io_placement.png
Pins as bars across the die edge, other pins in gray.
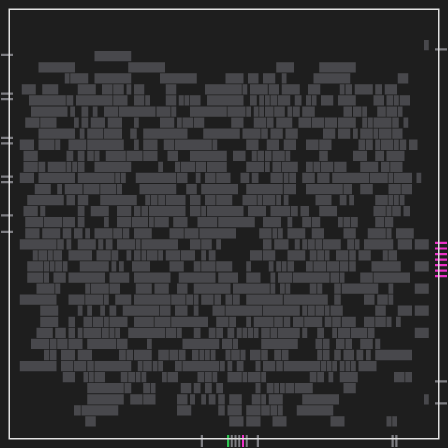
clocks.png
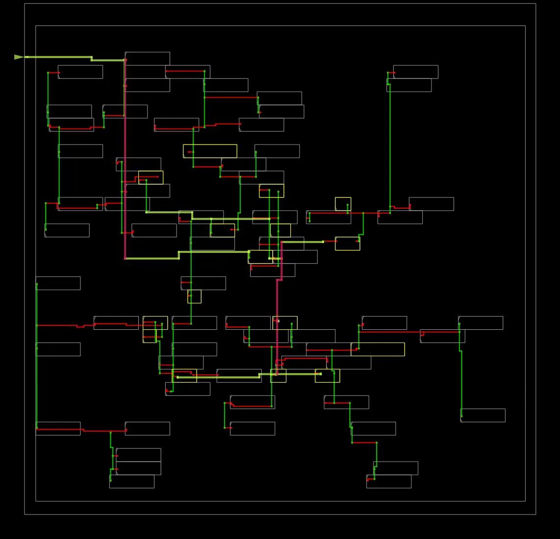
$ cat config.mk
export PLATFORM = sky130hd
export DESIGN_NAME = fp16_add_engine
export DESIGN_NICKNAME = d
export VERILOG_FILES = /design/src/rtl/fp16_pkg.sv /design/src/rtl/fp16_unpack.sv /design/src/rtl/fp16_add_engine.sv
export SDC_FILE = /design/constraint.sdc
export NUM_CORES = 1
export LEC_CHECK = 0
export CORE_MARGIN = 2
export CORE_UTILIZATION = 55
export CTS_BUF_LIST = sky130_fd_sc_hd__clkbuf_8 sky130_fd_sc_hd__clkbuf_16
export CTS_CLUSTER_DIAMETER = 60
export DETAILED_ROUTE_END_ITERATION = 16
export GPL_ROUTABILITY_DRIVEN = 0
export GPL_TIMING_DRIVEN = 1
export PLACE_DENSITY = 0.74
export SLEW_MARGIN = 20
export SYNTH_ARGS = -nofsm -noshare
export SYNTH_HDL_FRONTEND = slang
export SYNTH_HIERARCHICAL = 1
export SYNTH_SLANG_ARGS = --single-unit
$ cat constraint.sdc
create_clock -name clk -period 7.2 [get_ports clk]
set_clock_uncertainty 0.15 [all_clocks]
set_input_delay 1.8 -clock clk [delete_from_list [all_inputs] [get_ports clk]]
set_output_delay 1.8 -clock clk [all_outputs]
set_load 0.05 [all_outputs]
$ cat src/rtl/fp16_pkg.sv
// fp16_pkg: shared types and constants for the half-precision add engine.
// States, field widths, default memory map and the packed fp16 word layout.
package fp16_pkg;

  localparam int EXP_W  = 5;
  localparam int FRAC_W = 10;
  localparam int MANT_W = 11;

  localparam logic [7:0] DEF_OP_A_ADDR = 8'd8;
  localparam logic [7:0] DEF_OP_B_ADDR = 8'd10;
  localparam logic [7:0] DEF_RES_ADDR  = 8'd12;

  typedef enum logic [3:0] {
    S_IDLE,
    S_RD_A_LO,
    S_RD_A_HI,
    S_RD_B_LO,
    S_RD_B_HI,
    S_ALIGN,
    S_ADD,
    S_NORM,
    S_WR_LO,
    S_WR_HI,
    S_DONE
  } state_t;

  typedef struct packed {
    logic              sign;
    logic [EXP_W-1:0]  exp;
    logic [FRAC_W-1:0] frac;
  } fp16_t;

endpackage

$ cat src/rtl/fp16_unpack.sv
// fp16_unpack: splits a half-precision word into sign, exponent and
// 11-bit mantissa with the hidden bit restored for normal numbers.
module fp16_unpack
  import fp16_pkg::*;
(
  input  logic [15:0]       i_word,
  output logic              o_sign,
  output logic [EXP_W-1:0]  o_exp,
  output logic [MANT_W-1:0] o_mant
);

  fp16_t w_f;

  assign w_f    = i_word;
  assign o_sign = w_f.sign;
  assign o_exp  = w_f.exp;
  assign o_mant = {|w_f.exp, w_f.frac};

endmodule

$ cat src/rtl/fp16_add_engine.sv
// fp16_add_engine: reads two fp16 operands from byte memory, adds them
// with truncation, writes the 16-bit result back and raises done.
module fp16_add_engine
  import fp16_pkg::*;
#(
  parameter logic [7:0] OP_A_ADDR = DEF_OP_A_ADDR,
  parameter logic [7:0] OP_B_ADDR = DEF_OP_B_ADDR,
  parameter logic [7:0] RES_ADDR  = DEF_RES_ADDR
) (
  input  logic       clk,
  input  logic       reset,
  input  logic       start,
  output logic       done,
  output logic [7:0] mem_addr,
  input  logic [7:0] mem_rd_data,
  output logic       mem_wr_en,
  output logic [7:0] mem_wr_data
);

  state_t r_state, w_next;

  logic [15:0]       r_a;
  logic [7:0]        r_b_lo;
  logic              r_sign, r_sub, r_zero, r_done;
  logic [EXP_W-1:0]  r_exp;
  logic [MANT_W-1:0] r_ml, r_ms;
  logic [3:0]        r_cnt;

  logic [15:0]       w_b;
  logic              w_sa, w_sb, w_a_big, w_shift;
  logic [EXP_W-1:0]  w_ea, w_eb, w_d, w_eeff;
  logic [MANT_W-1:0] w_ma, w_mb, w_diff;
  logic [MANT_W:0]   w_sum;
  logic [3:0]        w_cnt;
  fp16_t             w_res;

  assign w_b = {mem_rd_data, r_b_lo};

  fp16_unpack u_unp_a (
    .i_word (r_a),
    .o_sign (w_sa),
    .o_exp  (w_ea),
    .o_mant (w_ma)
  );

  fp16_unpack u_unp_b (
    .i_word (w_b),
    .o_sign (w_sb),
    .o_exp  (w_eb),
    .o_mant (w_mb)
  );

  assign w_a_big = r_a[14:0] >= w_b[14:0];
  assign w_d     = w_a_big ? w_ea - w_eb : w_eb - w_ea;
  assign w_cnt   = (w_d > 5'd12) ? 4'd12 : w_d[3:0];

  // exponent 0 behaves as 1 while the hidden bit is clear
  assign w_eeff  = (r_exp == '0) ? 5'd1 : r_exp;
  assign w_sum   = {1'b0, r_ml} + {1'b0, r_ms};
  assign w_diff  = r_ml - r_ms;
  assign w_shift = !r_zero && !r_ml[10] && (r_exp > 5'd1);

  always_comb begin
    w_res = '0;
    if (!r_zero) begin
      w_res.sign = r_sign;
      w_res.exp  = r_ml[10] ? r_exp : '0;
      w_res.frac = r_ml[9:0];
    end
  end

  always_ff @(posedge clk or negedge reset) begin
    if (!reset) begin
      r_state <= S_IDLE;
      r_done  <= 1'b0;
    end else begin
      r_state <= w_next;
      r_done  <= (r_state == S_DONE) && !start;
    end
  end

  always_comb begin
    w_next = r_state;
    unique case (r_state)
      S_IDLE,
      S_DONE:    if (start) w_next = S_RD_A_LO;
      S_RD_A_LO: w_next = S_RD_A_HI;
      S_RD_A_HI: w_next = S_RD_B_LO;
      S_RD_B_LO: w_next = S_RD_B_HI;
      S_RD_B_HI: w_next = S_ALIGN;
      S_ALIGN:   if (r_cnt == '0) w_next = S_ADD;
      S_ADD:     w_next = S_NORM;
      S_NORM:    if (!w_shift) w_next = S_WR_LO;
      S_WR_LO:   w_next = S_WR_HI;
      S_WR_HI:   w_next = S_DONE;
      default:   w_next = S_IDLE;
    endcase
  end

  always_ff @(posedge clk or negedge reset) begin
    if (!reset) begin
      r_a    <= '0;
      r_b_lo <= '0;
      r_sign <= 1'b0;
      r_sub  <= 1'b0;
      r_zero <= 1'b0;
      r_exp  <= '0;
      r_ml   <= '0;
      r_ms   <= '0;
      r_cnt  <= '0;
    end else begin
      unique case (r_state)
        S_RD_A_LO: r_a[7:0]  <= mem_rd_data;
        S_RD_A_HI: r_a[15:8] <= mem_rd_data;
        S_RD_B_LO: r_b_lo    <= mem_rd_data;
        S_RD_B_HI: begin
          r_sub  <= w_sa ^ w_sb;
          r_sign <= w_a_big ? w_sa : w_sb;
          r_exp  <= w_a_big ? w_ea : w_eb;
          r_ml   <= w_a_big ? w_ma : w_mb;
          r_ms   <= w_a_big ? w_mb : w_ma;
          r_cnt  <= w_cnt;
          r_zero <= 1'b0;
        end
        S_ALIGN: begin
          if (r_cnt != '0) begin
            r_ms  <= r_ms >> 1;
            r_cnt <= r_cnt - 4'd1;
          end
        end
        S_ADD: begin
          if (r_sub) begin
            r_ml   <= w_diff;
            r_exp  <= w_eeff;
            r_zero <= (w_diff == '0);
          end else if (w_sum[11]) begin
            if (w_eeff >= 5'd30) begin
              r_exp <= 5'd31;
              r_ml  <= 11'h400;
            end else begin
              r_exp <= w_eeff + 5'd1;
              r_ml  <= w_sum[11:1];
            end
          end else begin
            r_exp <= w_eeff;
            r_ml  <= w_sum[10:0];
          end
        end
        S_NORM: begin
          if (w_shift) begin
            r_ml  <= r_ml << 1;
            r_exp <= r_exp - 5'd1;
          end
        end
        default: ;
      endcase
    end
  end

  always_comb begin
    mem_addr    = '0;
    mem_wr_en   = 1'b0;
    mem_wr_data = '0;
    unique case (r_state)
      S_RD_A_LO: mem_addr = OP_A_ADDR;
      S_RD_A_HI: mem_addr = OP_A_ADDR + 8'd1;
      S_RD_B_LO: mem_addr = OP_B_ADDR;
      S_RD_B_HI: mem_addr = OP_B_ADDR + 8'd1;
      S_WR_LO: begin
        mem_addr    = RES_ADDR;
        mem_wr_en   = 1'b1;
        mem_wr_data = w_res[7:0];
      end
      S_WR_HI: begin
        mem_addr    = RES_ADDR + 8'd1;
        mem_wr_en   = 1'b1;
        mem_wr_data = w_res[15:8];
      end
      default: ;
    endcase
  end

  assign done = r_done;

endmodule

==> reports/summary.txt <==
most frequent logic cells in the routed design: sky130_fd_sc_hd__nor2_1 (66), sky130_fd_sc_hd__dfrtp_1 (63), sky130_fd_sc_hd__inv_1 (53)
Worst Path Arrival: 3.05 ns
worst-path maximum fanout: 16
standard-cell row count: 36
top-level port count: 29
floorplan-stage core utilization: 57.1%
Max Fclk: 200 MHz
final setup slack of the worst path: 2.20 ns
cell type contributing the most total cell area after synthesis: sky130_fd_sc_hd__dfrtp_1
standard cell core area: 9860 µm²
most common cell in the netlist: sky130_fd_sc_hd__nor2_1
placed standard-cell area: 5730 µm²
number of placed cells counting well taps: 773
H-tree levels: 3
outcome: complete, no violations
top cells by area in the synthesized netlist: sky130_fd_sc_hd__dfrtp_1 (28%), sky130_fd_sc_hd__ha_1 (11%), sky130_fd_sc_hd__mux2i_1 (5.3%), sky130_fd_sc_hd__buf_4 (4.8%), sky130_fd_sc_hd__nor2_1 (4.4%)
Routed Antenna Nets: 0
Port-buffer cells: 24
most common library cell in the layout ignoring fill and taps: sky130_fd_sc_hd__nor2_1
post-place setup slack: 2.05 ns
Top-area cell share: 28.0%
unrepaired setup endpoints after global routing: false
tool warnings: 43
number of endpoints failing setup at the final stage: 0
global-route total usage across every layer: 26.6%
Adder Area Share: 12.5%
worst slack on hold paths: 0.358 ns
Total Routed Length: 14.3 mm
horizontal extent of the die: 105 µm
average instance area after synthesis: 8.36 µm²
total die size: 11,100 µm²
Seq cells post-synth: 63
proportion of register bits with asynchronous set or reset after synthesis: 100%
fin util: 60.4%
wire length of the first global-routing pass: 23.6 mm
cell chosen for the clock root: sky130_fd_sc_hd__clkbuf_8
largest net degree at the start of global routing: 64
netlist area before placement: 5630 µm²
number of maximum-capacitance violations: 0
Synth Area in XOR/XNOR: 3.73%
number of post-CTS setup repair buffers: 0
min-delay src: r_sign$_DFFE_PN0P_
violation tally from detailed-route iteration zero: 424
net total in the final layout: 716
number of global-route vias before repair: 4,626
TritonCTS clock tree: done
share of synthesized area occupied by flip-flops and latches: 28.0%
prevailing logic family in the synthesized netlist: AND-OR/OR-AND gates
simple-gate portion of the synthesized area: 14.7%
share of the clock period used by the worst path after layout: 69.4%
clock slew at reported path FFs: 0.08 ns
required time of the worst setup path: 5.25 ns
setup slack of the worst register-to-register path: 3.84 ns
fraction of layout cells with a size suffix above 1: 7.62%
final design instance area without fill: 5960 µm²
Back to the opening pictures, io_placement.png:
- magenta: mem_wr_data (pins 8; direction output; edge 7 east, 1 south)
- green: start (pins 1; direction input; edge south)
- all pins by edge: 10 south, 10 east, 9 west

Back to the opening pictures, clocks.png:
clk ins delay skew pair: 0.34 ns
clock tree buffer count of the final layout: 9
sink count of the clock tree: 63
Num CTS Buffers: 9

how the worst max path moves through the flow:
stage	to	slack (ns)	cells after the start	startpoint
after floorplan	mem_addr[3]	3.04	4	r_state[0]$_DFFE_PN0P_
after global placement	r_exp[2]$_DFFE_PN0P_	1.95	10	mem_rd_data[6]
after detailed placement	r_ml[10]$_DFFE_PN0P_	2.05	10	mem_rd_data[3]
after CTS	mem_wr_data[6]	2.24	6	r_state[1]$_DFFE_PN0P_
after global routing	mem_wr_data[6]	2.00	5	r_state[0]$_DFFE_PN0P_
final	mem_wr_data[6]	2.20	6	r_state[1]$_DFFE_PN0P_
metal layers:
layer  up-vias  share of wire (%)  GRT usage, %
met5         -                  0             0
met4         0                1.5          6.67
met3        21                6.7          6.30
met2       195                 47          42.4
met1      2299                 45          36.3
li1       2317                  -             -
sequential cells by signal, summed over array words and instances (netlist names):
signal   flops
r_ml        11
r_cnt        4
r_state      4
r_zero       1
r_b_lo       8
done         1
r_sub        1
r_exp        5
r_ms        11
r_a         16
r_sign       1
critical path, cell delays in order (launching register included):
cell and delay (ns):
sky130_fd_sc_hd__dfrtp_1 0.55, sky130_fd_sc_hd__inv_1 0.28, sky130_fd_sc_hd__nand2_1 0.17, sky130_fd_sc_hd__nor3_1 0.55, sky130_fd_sc_hd__a22oi_1 0.20, sky130_fd_sc_hd__nor2_1 0.14, sky130_fd_sc_hd__clkdlybuf4s50_1 0.82
final cells by class:
type	count	area [µm²]
Multi-Input combinational cell	493	3490
Sequential cell	63	1580
Timing Repair Buffer	30	300
Inverter	54	203
Tap cell	133	166
Fill cell	842	3910
Clock buffer	9	124
Clock inverter	7	104
